===== src/rtl/sseg_scan_decoder.sv =====
// ============================================================================
// Module   : sseg_scan_decoder
// Brief    : Snoops a 4-digit multiplexed active-low seven-segment bus and
//            rebuilds the displayed 16-bit hex value once per scan frame.
//            Optional macro SSEG_SCAN_DECODER_BLANK_EN accepts blank digits.
// Revision : 1.0 - initial release
// ============================================================================
`default_nettype none

module sseg_scan_decoder #(
    parameter int SETTLE_CYC  = 4,
    parameter int TIMEOUT_CYC = 65535
) (
    input  logic        clk,
    input  logic        reset,
    input  logic [7:0]  sseg_in,
    input  logic [3:0]  an_in,
    output logic [15:0] hex_out,
    output logic [3:0]  dp_out,
    output logic        frame_valid,
    output logic        pat_err,
    output logic        timeout
`ifdef SSEG_SCAN_DECODER_BLANK_EN
    ,
    output logic [3:0]  blank_out
`endif
);

    localparam int c_SCNT_W = (SETTLE_CYC > 1) ? $clog2(SETTLE_CYC) : 1;
    localparam int c_TCNT_W = (TIMEOUT_CYC > 1) ? $clog2(TIMEOUT_CYC + 1) : 1;
    localparam logic [c_SCNT_W-1:0] c_SETTLE_LAST = c_SCNT_W'(SETTLE_CYC - 1);
    localparam logic [c_TCNT_W-1:0] c_TO_MAX      = c_TCNT_W'(TIMEOUT_CYC);

    typedef enum logic [1:0] {
        ST_WAIT_SEL = 2'd0,
        ST_SETTLE   = 2'd1,
        ST_CAPTURE  = 2'd2,
        ST_HOLD     = 2'd3
    } state_t;

    state_t r_state;
    state_t w_state_nxt;

    logic [7:0]          r_sseg_m, r_sseg_s, r_sseg_prev;
    logic [3:0]          r_an_m, r_an_s, r_an_lat;
    logic [1:0]          r_idx;
    logic [c_SCNT_W-1:0] r_scnt;
    logic [c_TCNT_W-1:0] r_tcnt;
    logic [3:0][3:0]     r_shadow;
    logic [3:0]          r_dpsh;
    logic [3:0]          r_seen;
    logic                r_acc;

    logic                w_one_sel;
    logic [1:0]          w_sel_idx;
    logic                w_an_chg;
    logic                w_seg_chg;
    logic [3:0]          w_nib;
    logic                w_legal;
    logic [3:0][3:0]     w_shadow_nxt;
    logic [3:0]          w_dpsh_nxt;
    logic [3:0]          w_seen_nxt;
    logic                w_acc_nxt;
    logic                w_publish;

`ifdef SSEG_SCAN_DECODER_BLANK_EN
    logic                w_blank;
    logic [3:0]          r_blsh;
    logic [3:0]          w_blsh_nxt;
`endif

    // Synchronizers reset to all-ones so an idle bus is seen after reset
    always_ff @(posedge clk or posedge reset) begin
        if (reset) begin
            r_sseg_m    <= '1;
            r_sseg_s    <= '1;
            r_sseg_prev <= '1;
            r_an_m      <= '1;
            r_an_s      <= '1;
        end else begin
            r_sseg_m    <= sseg_in;
            r_sseg_s    <= r_sseg_m;
            r_sseg_prev <= r_sseg_s;
            r_an_m      <= an_in;
            r_an_s      <= r_an_m;
        end
    end

    always_comb begin
        w_one_sel = 1'b1;
        w_sel_idx = 2'd0;
        case (r_an_s)
            4'b1110: w_sel_idx = 2'd0;
            4'b1101: w_sel_idx = 2'd1;
            4'b1011: w_sel_idx = 2'd2;
            4'b0111: w_sel_idx = 2'd3;
            default: w_one_sel = 1'b0;
        endcase
    end

    assign w_an_chg  = (r_an_s != r_an_lat);
    assign w_seg_chg = (r_sseg_s != r_sseg_prev);

    always_comb begin
        w_nib   = 4'h0;
        w_legal = 1'b1;
`ifdef SSEG_SCAN_DECODER_BLANK_EN
        w_blank = 1'b0;
`endif
        case (r_sseg_s[6:0])
            7'h40: w_nib = 4'h0;
            7'h79: w_nib = 4'h1;
            7'h24: w_nib = 4'h2;
            7'h30: w_nib = 4'h3;
            7'h19: w_nib = 4'h4;
            7'h12: w_nib = 4'h5;
            7'h02: w_nib = 4'h6;
            7'h78: w_nib = 4'h7;
            7'h00: w_nib = 4'h8;
            7'h10: w_nib = 4'h9;
            7'h08: w_nib = 4'hA;
            7'h03: w_nib = 4'hB;
            7'h46: w_nib = 4'hC;
            7'h21: w_nib = 4'hD;
            7'h06: w_nib = 4'hE;
            7'h0E: w_nib = 4'hF;
`ifdef SSEG_SCAN_DECODER_BLANK_EN
            7'h7F: w_blank = 1'b1;
`endif
            default: w_legal = 1'b0;
        endcase
    end

    always_ff @(posedge clk or posedge reset) begin
        if (reset) begin
            r_state <= ST_WAIT_SEL;
        end else begin
            r_state <= w_state_nxt;
        end
    end

    always_comb begin
        w_state_nxt = r_state;
        case (r_state)
            ST_WAIT_SEL: begin
                if (w_one_sel) begin
                    w_state_nxt = ST_SETTLE;
                end
            end
            ST_SETTLE: begin
                if (w_an_chg) begin
                    w_state_nxt = ST_WAIT_SEL;
                end else if (!w_seg_chg && (r_scnt == c_SETTLE_LAST)) begin
                    w_state_nxt = ST_CAPTURE;
                end
            end
            ST_CAPTURE: begin
                w_state_nxt = ST_HOLD;
            end
            ST_HOLD: begin
                if (w_an_chg) begin
                    w_state_nxt = ST_WAIT_SEL;
                end
            end
            default: w_state_nxt = ST_WAIT_SEL;
        endcase
    end

    // Capture view of the shadow set, so the completing digit is published too
    always_comb begin
        w_shadow_nxt        = r_shadow;
        w_shadow_nxt[r_idx] = w_nib;
        w_dpsh_nxt          = r_dpsh;
        w_dpsh_nxt[r_idx]   = ~r_sseg_s[7];
`ifdef SSEG_SCAN_DECODER_BLANK_EN
        w_blsh_nxt          = r_blsh;
        w_blsh_nxt[r_idx]   = w_blank;
`endif
    end

    assign w_seen_nxt = r_seen | (4'b0001 << r_idx);
    assign w_acc_nxt  = r_acc | ~w_legal;
    assign w_publish  = (r_state == ST_CAPTURE) && (w_seen_nxt == 4'b1111);

    always_ff @(posedge clk or posedge reset) begin
        if (reset) begin
            r_an_lat <= '1;
            r_idx    <= '0;
            r_scnt   <= '0;
        end else begin
            case (r_state)
                ST_WAIT_SEL: begin
                    if (w_one_sel) begin
                        r_an_lat <= r_an_s;
                        r_idx    <= w_sel_idx;
                        r_scnt   <= '0;
                    end
                end
                ST_SETTLE: begin
                    if (!w_an_chg) begin
                        if (w_seg_chg) begin
                            r_scnt <= '0;
                        end else if (r_scnt != c_SETTLE_LAST) begin
                            r_scnt <= r_scnt + c_SCNT_W'(1);
                        end
                    end
                end
                default: ;
            endcase
        end
    end

    always_ff @(posedge clk or posedge reset) begin
        if (reset) begin
            r_shadow    <= '0;
            r_dpsh      <= '0;
            r_seen      <= '0;
            r_acc       <= 1'b0;
            hex_out     <= '0;
            dp_out      <= '0;
            pat_err     <= 1'b0;
            frame_valid <= 1'b0;
`ifdef SSEG_SCAN_DECODER_BLANK_EN
            r_blsh      <= '0;
            blank_out   <= '0;
`endif
        end else begin
            frame_valid <= w_publish;
            if (r_state == ST_CAPTURE) begin
                r_shadow <= w_shadow_nxt;
                r_dpsh   <= w_dpsh_nxt;
`ifdef SSEG_SCAN_DECODER_BLANK_EN
                r_blsh   <= w_blsh_nxt;
`endif
                if (w_publish) begin
                    hex_out <= w_shadow_nxt;
                    dp_out  <= w_dpsh_nxt;
                    pat_err <= w_acc_nxt;
                    r_seen  <= '0;
                    r_acc   <= 1'b0;
`ifdef SSEG_SCAN_DECODER_BLANK_EN
                    blank_out <= w_blsh_nxt;
`endif
                end else begin
                    r_seen <= w_seen_nxt;
                    r_acc  <= w_acc_nxt;
                end
            end
        end
    end

    // Cleared on the publishing edge so timeout drops with the frame_valid pulse
    always_ff @(posedge clk or posedge reset) begin
        if (reset) begin
            r_tcnt <= '0;
        end else if (w_publish) begin
            r_tcnt <= '0;
        end else if (r_tcnt != c_TO_MAX) begin
            r_tcnt <= r_tcnt + c_TCNT_W'(1);
        end
    end

    assign timeout = (r_tcnt == c_TO_MAX);

endmodule

`default_nettype wire


===== config.mk =====
export PLATFORM = sky130hd
export DESIGN_NAME = sseg_scan_decoder
export DESIGN_NICKNAME = d
export VERILOG_FILES = /design/src/rtl/sseg_scan_decoder.sv
export SDC_FILE = /design/constraint.sdc
export NUM_CORES = 1
export LEC_CHECK = 0
export CAP_MARGIN = 15
export CELL_PAD_IN_SITES_DETAIL_PLACEMENT = 0
export CELL_PAD_IN_SITES_GLOBAL_PLACEMENT = 1
export CORE_AREA = 10 10 138 89
export DETAILED_ROUTE_END_ITERATION = 8
export DIE_AREA = 0 0 148 99
export GPL_ROUTABILITY_DRIVEN = 0
export PLACE_DENSITY_LB_ADDON = 0.1
export SLEW_MARGIN = 25
export SYNTH_ARGS = -nofsm -noshare
export SYNTH_HDL_FRONTEND = slang
export SYNTH_SLANG_ARGS = --single-unit
export TNS_END_PERCENT = 50

===== constraint.sdc =====
create_clock -name clk -period 6.25 [get_ports clk]
set_input_delay 0.625 -clock clk [delete_from_list [all_inputs] [get_ports clk]]
set_output_delay 0.625 -clock clk [all_outputs]
set_load 0.02 [all_outputs]

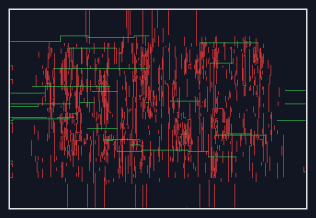
Figure 1: run 1, routed metal, one colour a layer.
Drawn at 2 px/um. Two of the layers only.
Key: metal 2 = red [wire length 4520 um]; metal 3 = green [wire length 558 um]

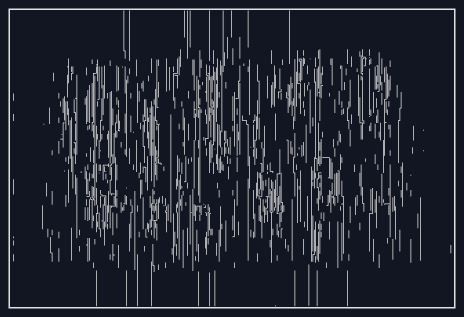
Figure 2: run 1, M2 wires.
Drawn at 3 px/um.
394 nets have wire on it. The longest straight run is 40.8 um. The layer holds 43% of the routed length. The layer carries 4520 um of wire. The wires run mostly vertical.
via count: 3408
DRT Wirelength: 10480 um
met2 usage: 20.18%

==> reports/summary.txt, run 1 <==
cell row count = 28
# setup viols final = 0
worst-path cell chain = ha_1, nand3_1, nor4_1, nand2_1, inv_1, clkdlybuf4s50_1
RSZ-0062 raised after global routing = no
Final Cycle Share = 46.64%
GRT Max-Usage Layer = met1
pre-CTS WS = 3.691 ns
Setup crit end = timeout
Logic family by area = simple AND/OR/NAND/NOR gates
WL met2 = 4517 um
multi-input gates = 320
# Taps = 135
critical-path maximum fanout = 5
HP Class = flip-flop to flip-flop
inverter count = 8
fin worst setup slack = 3.335 ns
Layout area overhead = 15.44%
Final ANT Viol Nets = 0
maxcap violations = 0
GRT Overall Usage = 14.80%
Syn Inst Count = 463
CP max-delay cell = clkdlybuf4s50_1
status = finished clean
leak pwr = 0.002203 uW
# H-tree levels = 3
clk_buf instances = 15
yosys warns = 0
crit start category = flip-flop
Seq cells = 105
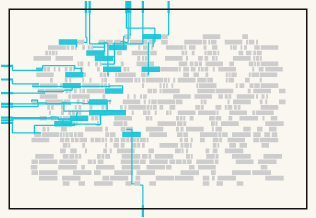
Figure 3: run 1, port wiring.
Drawn at 2 px/um.
Key: `hex_out` = cyan [bits 16, direction output, edge 8 west, 7 north, 1 south, end cells 16, wire 732 um]
IO Count: 37
IO buf count: 36

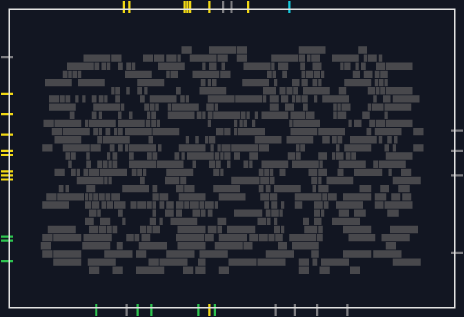
Figure 4: run 1, pin placement.
Drawn at 3 px/um. Pins as bars across the die edge, other pins in grey.
Key: `hex_out` = yellow [pins 16, direction output, edge 8 west, 7 north, 1 south]; `timeout` = cyan [pins 1, direction output, edge north]; `sseg_in` = green [pins 8, direction input, edge 5 south, 3 west]
All pins by edge: 12 west, 11 south, 10 north, 4 east.

run 1: placed cells by master (no fill, tap or decap), types with 5 or more instances in the layout:
master,n
nand2_1,41
nand3_1,17
inv_1,6
clkdlybuf4s50_1,36
xnor2_1,18
dfstp_2,36
a21oi_1,27
dfrtp_1,69
clkbuf_16,10
nor2_1,58
nand2b_1,7
nand4_1,5
o21ai_0,45
xor2_1,7
o31ai_1,6
nor3_1,11
a211oi_1,8
run 1: synth_stat cells (all sizes together), types with 8 or more instances:
cell / count / area share (%)
dfrtp: 69 / 37
nor2: 58 / 4.7
o21ai: 48 / 5.1
nand2: 41 / 3.3
dfstp: 36 / 20
a21oi: 28 / 3.1
xnor2: 18 / 3.4
nand3: 17 / 1.8
clkbuf: 16 / 1.3
buf: 14 / 1.6
nor3: 11 / 1.2
a211oi: 8 / 1.3
inv: 8 / 0.64
run 1: per-stage QoR:
| step | hold WS (ns) | util (%) | total power [uW] | area (um2) | instances |
|---|---|---|---|---|---|
| 5_1_grt | 0.3584 | 55.42 | 1536 | 5398 | 624 |
| 4_1_cts | 0.3552 | 55.42 | 1491 | 5398 | 624 |
| 2_1_floorplan | 0.3452 | - | 882.1 | 4676 | 463 |
| 3_5_place_dp | 0.3468 | 52.38 | 930.1 | 5101 | 608 |
| 3_3_place_gp | 0.3459 | 52.38 | 923.1 | 5101 | 608 |
| 6_report | 0.3564 | 55.42 | 1473 | 5398 | 624 |
run 1: cells by family after synthesis:
family	Yosys count
compound gates	116
xor+xnor	25
mux	6
fa+ha+maj	2
buf+inv	38
simple gates	171
flops	105
run 1: worst max-delay path: cells and delay by family (launching register included):
kind / cells / cell delay (ns)
adder cells (fa/ha/maj): 1 / 0.19
buffers and inverters: 2 / 0.69
flip-flops: 1 / 0.38
AND/OR/NAND/NOR: 3 / 0.69
--- run 2 (diff from run 1) ---
--- a/config.mk
+++ b/config.mk
@@ -8,9 +8,9 @@
 export CAP_MARGIN = 15
 export CELL_PAD_IN_SITES_DETAIL_PLACEMENT = 0
 export CELL_PAD_IN_SITES_GLOBAL_PLACEMENT = 1
-export CORE_AREA = 10 10 138 89
+export CORE_AREA = 10 10 142 92
 export DETAILED_ROUTE_END_ITERATION = 8
-export DIE_AREA = 0 0 148 99
+export DIE_AREA = 0 0 152 102
 export GPL_ROUTABILITY_DRIVEN = 0
 export PLACE_DENSITY_LB_ADDON = 0.1
 export SLEW_MARGIN = 25
==> constraint.sdc (replaced) <==
create_clock -name clk -period 3 [get_ports clk]
set_input_delay 0.3 -clock clk [delete_from_list [all_inputs] [get_ports clk]]
set_output_delay 0.3 -clock clk [all_outputs]
set_load 0.02 [all_outputs]
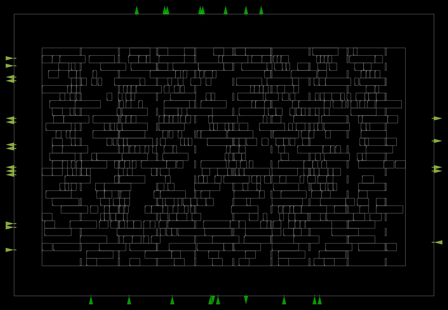
Figure 5: run 2, placed standard cells.
Seq cells: 105
Util after Layout: 52.48%
Core Box Area: 0.01038 mm2
Seq area share: 49.07%
cell row count: 29

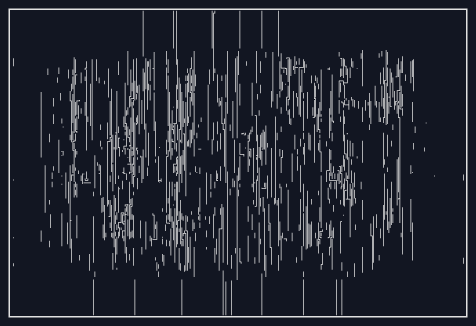
Figure 6: run 2, M2 wires.
Drawn at 3 px/um.
399 nets have wire on it. The longest straight run is 35.0 um. The layer carries 4460 um of wire. The wires run mostly vertical.
DRT Wirelength: 10760 um
via count: 3484
met2 usage: 19.63%

==> reports/summary.txt, run 2 <==
status = finished clean
pre-CTS WS = 0.7234 ns
Top cell excl fill/tap = dfrtp_1
crit path DAT = 2.33 ns
Final ANT Viol Nets = 0
pin count of the biggest net entering global routing = 71
first-pass GRT wire length = 17890 um
CP Buf/Inv Count = 2
sequential area share after synthesis = 57.16%
TritonCTS Buffers = 9
reg-to-reg critical path endpoint = hex_out[0]
Syn Inst Count = 463
leak pwr = 0.002229 uW
hold_ws = 0.3407 ns
Layout area overhead = 16.48%
crit start category = flip-flop
Synth top area share = 36.93%
Synth Area per Inst = 10.10 um2
met1 GRT Util = 20.24%
GRT Max-Usage Layer = met1
# H-tree levels = 3
RSZ-0062 raised after global routing = no
Yosys top cell by area = dfrtp_1
top cells by count, synth = dfrtp_1 (69), nor2_1 (58), o21ai_0 (45)
critical-path maximum fanout = 5
R2R setup slack = 0.68 ns
critical path's top delay family = simple AND/OR/NAND/NOR gates
worst-path cell chain = ha_1, nand3_1, nor4_1, nand2_1, inv_1, clkdlybuf4s50_1
GRT Overall Usage = 14.04%
Final Cycle Share = 87.66%
routed vias/inst = 5.513
TNS Setup = 0 ns
Top Layout Cells = dfrtp_1 (69), nor2_1 (58), o21ai_0 (45)
# setup viols final = 0
top cells, area = dfrtp_1 (37%), dfstp_2 (20%), o21ai_0 (4.8%), nor2_1 (4.7%), xnor2_1 (3.4%)
IO buf count = 36
HP Class = primary input to async pin
yosys warns = 0
Worst slew margin = 38.64%
vias in the first global route = 3380
CP max-delay cell = clkdlybuf4s50_1
IO Count = 37
top-count cell post-synth = dfrtp_1
Max stage delay on crit path = 0.60 ns
Most used DFF post-synth = dfrtp_1
fin worst setup slack = 0.3703 ns
met3 Use GR = 4.069%
maxcap violations = 0
CP endpoint kind = primary output
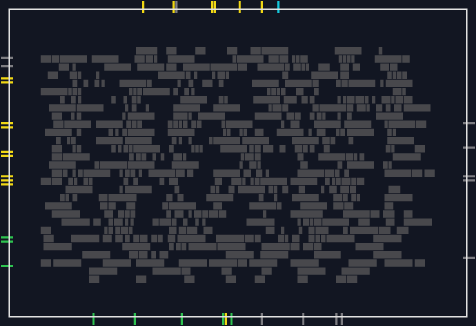
Figure 7: run 2, pin placement.
Drawn at 3 px/um. Pins as bars across the die edge, other pins in grey.
Key: `sseg_in` = green [pins 8, direction input, edge 5 south, 3 west]; `hex_out` = yellow [pins 16, direction output, edge 9 west, 6 north, 1 south]; `timeout` = cyan [pins 1, direction output, edge north]
All pins by edge: 14 west, 10 south, 8 north, 5 east.
Die Span Y: 102 um
Die Width: 152 um

==> run 2: how the worst max path moves through the flow <==
stage	endpoint	slack [ns]	cells past startpoint
after floorplan	r_scnt[0]	1.05	6
after global placement	timeout	0.79	6
after detailed placement	hex_out[11]	0.72	7
after CTS	timeout	0.36	6
after global routing	timeout	0.20	6
final	timeout	0.37	6
==> run 2: cell families (layout without fill, tap and decap cells) <==
family                     after synthesis  in the layout  share of synthesized area [%]
buffers and inverters                   38             68                          3.559
xor gates and xnor gates                25             25                          4.683
adders and majority gates                2              2                         0.5351
muxes                                    6              6                          1.391
and+or+nand+nor                        171            171                          17.55
DFF                                    105            105                          57.16
AOI/OAI and AO/OA                      116            116                          15.12
==> run 2: routing by layer <==
metal	share of wire (%)	vias to the layer above	routed length (um)
met4	1.5	0	161
met5	0	-	0
met2	41	77	4457
li1	-	1674	-
met3	6.4	20	690
met1	51	1713	5449
==> run 2: area by class of cell <==
type	instances	area share, %
inverter	8	0.6203
timing repair buffer	44	7.949
tap	139	3.193
clock buffer	11	4.457
multi-input combinational	320	33.72
clock inverter	5	0.9878
sequential	105	49.07
==> run 2: stage by stage <==
| stage | power (uW) | cell area (um2) | cells |
|---|---|---|---|
| global route | 3241 | 5446 | 632 |
| CTS | 3135 | 5446 | 632 |
| finish | 3102 | 5446 | 632 |
| global placement | 1929 | 5150 | 616 |
| floorplan | 1838 | 4679 | 463 |
| detailed placement | 1936 | 5150 | 616 |
==> run 2: power breakdown <==
group / internal, uW / switching [uW]
Clock: 668 / 521
Sequential: 1520 / 82.6
Combinational: 135 / 180
Total: 2320 / 783
Figure 8. Port wiring (run 2).
Drawn at 2 px/um.
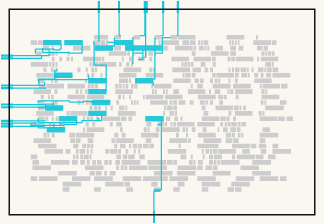

--- run 3 (diff from run 2) ---
--- a/config.mk
+++ b/config.mk
@@ -8,9 +8,9 @@
 export CAP_MARGIN = 15
 export CELL_PAD_IN_SITES_DETAIL_PLACEMENT = 0
 export CELL_PAD_IN_SITES_GLOBAL_PLACEMENT = 1
-export CORE_AREA = 10 10 142 92
+export CORE_AREA = 2 2 134 84
 export DETAILED_ROUTE_END_ITERATION = 8
-export DIE_AREA = 0 0 152 102
+export DIE_AREA = 0 0 136 86
 export GPL_ROUTABILITY_DRIVEN = 0
 export PLACE_DENSITY_LB_ADDON = 0.1
 export SLEW_MARGIN = 25
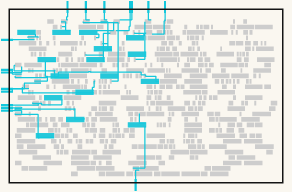
Figure 9: run 3, port wiring.
Drawn at 2 px/um.
Key: `hex_out` = cyan [bits 16, direction output, edge 8 west, 7 north, 1 south, end cells 16, wire 635 um]

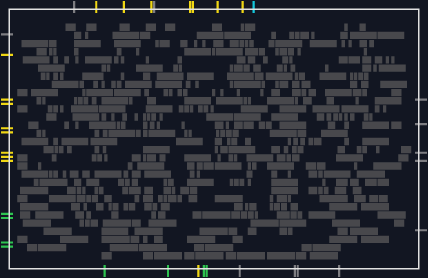
Figure 10: run 3, pin placement.
Drawn at 3 px/um. Pins as bars across the die edge, other pins in grey.
Key: `timeout` = cyan [pins 1, direction output, edge north]; `hex_out` = yellow [pins 16, direction output, edge 8 west, 7 north, 1 south]; `sseg_in` = green [pins 8, direction input, edge 4 west, 4 south]
All pins by edge: 13 west, 10 north, 9 south, 5 east.
Die Span Y: 86 um
Die Width: 136 um

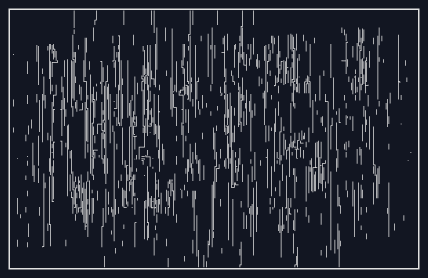
Figure 11: run 3, M2 wires.
Drawn at 3 px/um.
The wires run mostly vertical. The layer holds 41% of the routed length.

==> reports/summary.txt, run 3 <==
yosys warns = 0
CP max-delay cell = clkdlybuf4s50_1
DRT Wirelength = 10270 um
Flop+latch power = 1600 uW
critical path's top delay family = simple AND/OR/NAND/NOR gates
top cells by count, synth = dfrtp_1 (69), nor2_1 (58), o21ai_0 (45)
NetSw = 800.4 uW
Max power group = sequential cells
Final Cycle Share = 85.72%
maxcap violations = 0
GRT Overall Usage = 19.05%
Synth Area per Inst = 10.10 um2
dpl cells = 614
Yosys top cell by area = dfrtp_1
TNS Setup = 0 ns
CP Buf/Inv Count = 2
Final ANT Viol Nets = 0
top-count cell post-synth = dfrtp_1
P_comb = 313 uW
IO Count = 37
met3 Use GR = 5.556%
crit path DAT = 2.27 ns
cell row count = 29
sequential area share after synthesis = 57.16%
Layout area overhead = 15.95%
P_clk = 1110 uW
top cells, area = dfrtp_1 (37%), dfstp_2 (20%), o21ai_0 (4.8%), nor2_1 (4.7%), xnor2_1 (3.4%)
TritonCTS Buffers = 9
status = finished clean
crit start category = flip-flop
met2 usage = 25.81%
-- run 3: cell types whose count changed in the layout (fill, tap and decap cells not counted), sizes merged --
cell / previous run / this run
clkinvlp: 2 / 3
buf: 8 / 6
bufinv: 1 / 0
clkbuf: 11 / 9
clkinv: 2 / 4
-- run 3: logic make-up after synthesis --
| kind of cell | Yosys count | share of synthesized area, % |
|---|---|---|
| compound gates | 116 | 15.12 |
| fa+ha+maj | 2 | 0.5351 |
| buf+inv | 38 | 3.559 |
| xor+xnor | 25 | 4.683 |
| mux | 6 | 1.391 |
| flops | 105 | 57.16 |
| simple gates | 171 | 17.55 |
-- run 3: cell type report --
class                   instances  area share (%)
well taps                     139           3.208
flip-flops and latches        105           49.30
multi-input cells             320           33.99
repair buffers                 42           7.708
clock inverters                 7           1.015
clock buffers                   9           4.154
inverters                       8          0.6231
-- run 3: worst max path at each step --
stage / depth (start not counted) / slack [ns] / endpoint / from
CTS: 6 / 0.40 / timeout / r_tcnt[0]
global route: 6 / 0.19 / timeout / r_tcnt[0]
floorplan: 6 / 1.05 / r_scnt[0] / r_an_s[3]
detailed placement: 5 / 0.69 / r_shadow[14] / r_sseg_s[5]
global placement: 5 / 0.67 / r_shadow[14] / r_sseg_s[5]
finish: 6 / 0.43 / timeout / r_tcnt[0]
-- run 3: through the flow --
step,area [um2],power (uW),utilization (%)
after floorplan,4679,1838,-
after global placement,5135,1928,49.48
after detailed placement,5135,1935,49.48
after CTS,5415,3052,52.18
after global routing,5421,3154,52.24
final,5421,3018,52.24
-- run 3: layer usage --
layer	share of wire, %	up-vias
met5	0	-
met4	0.66	0
met3	3.9	6
met2	41	57
met1	55	1663
li1	-	1666
Power figures rest on the tool's default switching activity, not on a simulated workload.
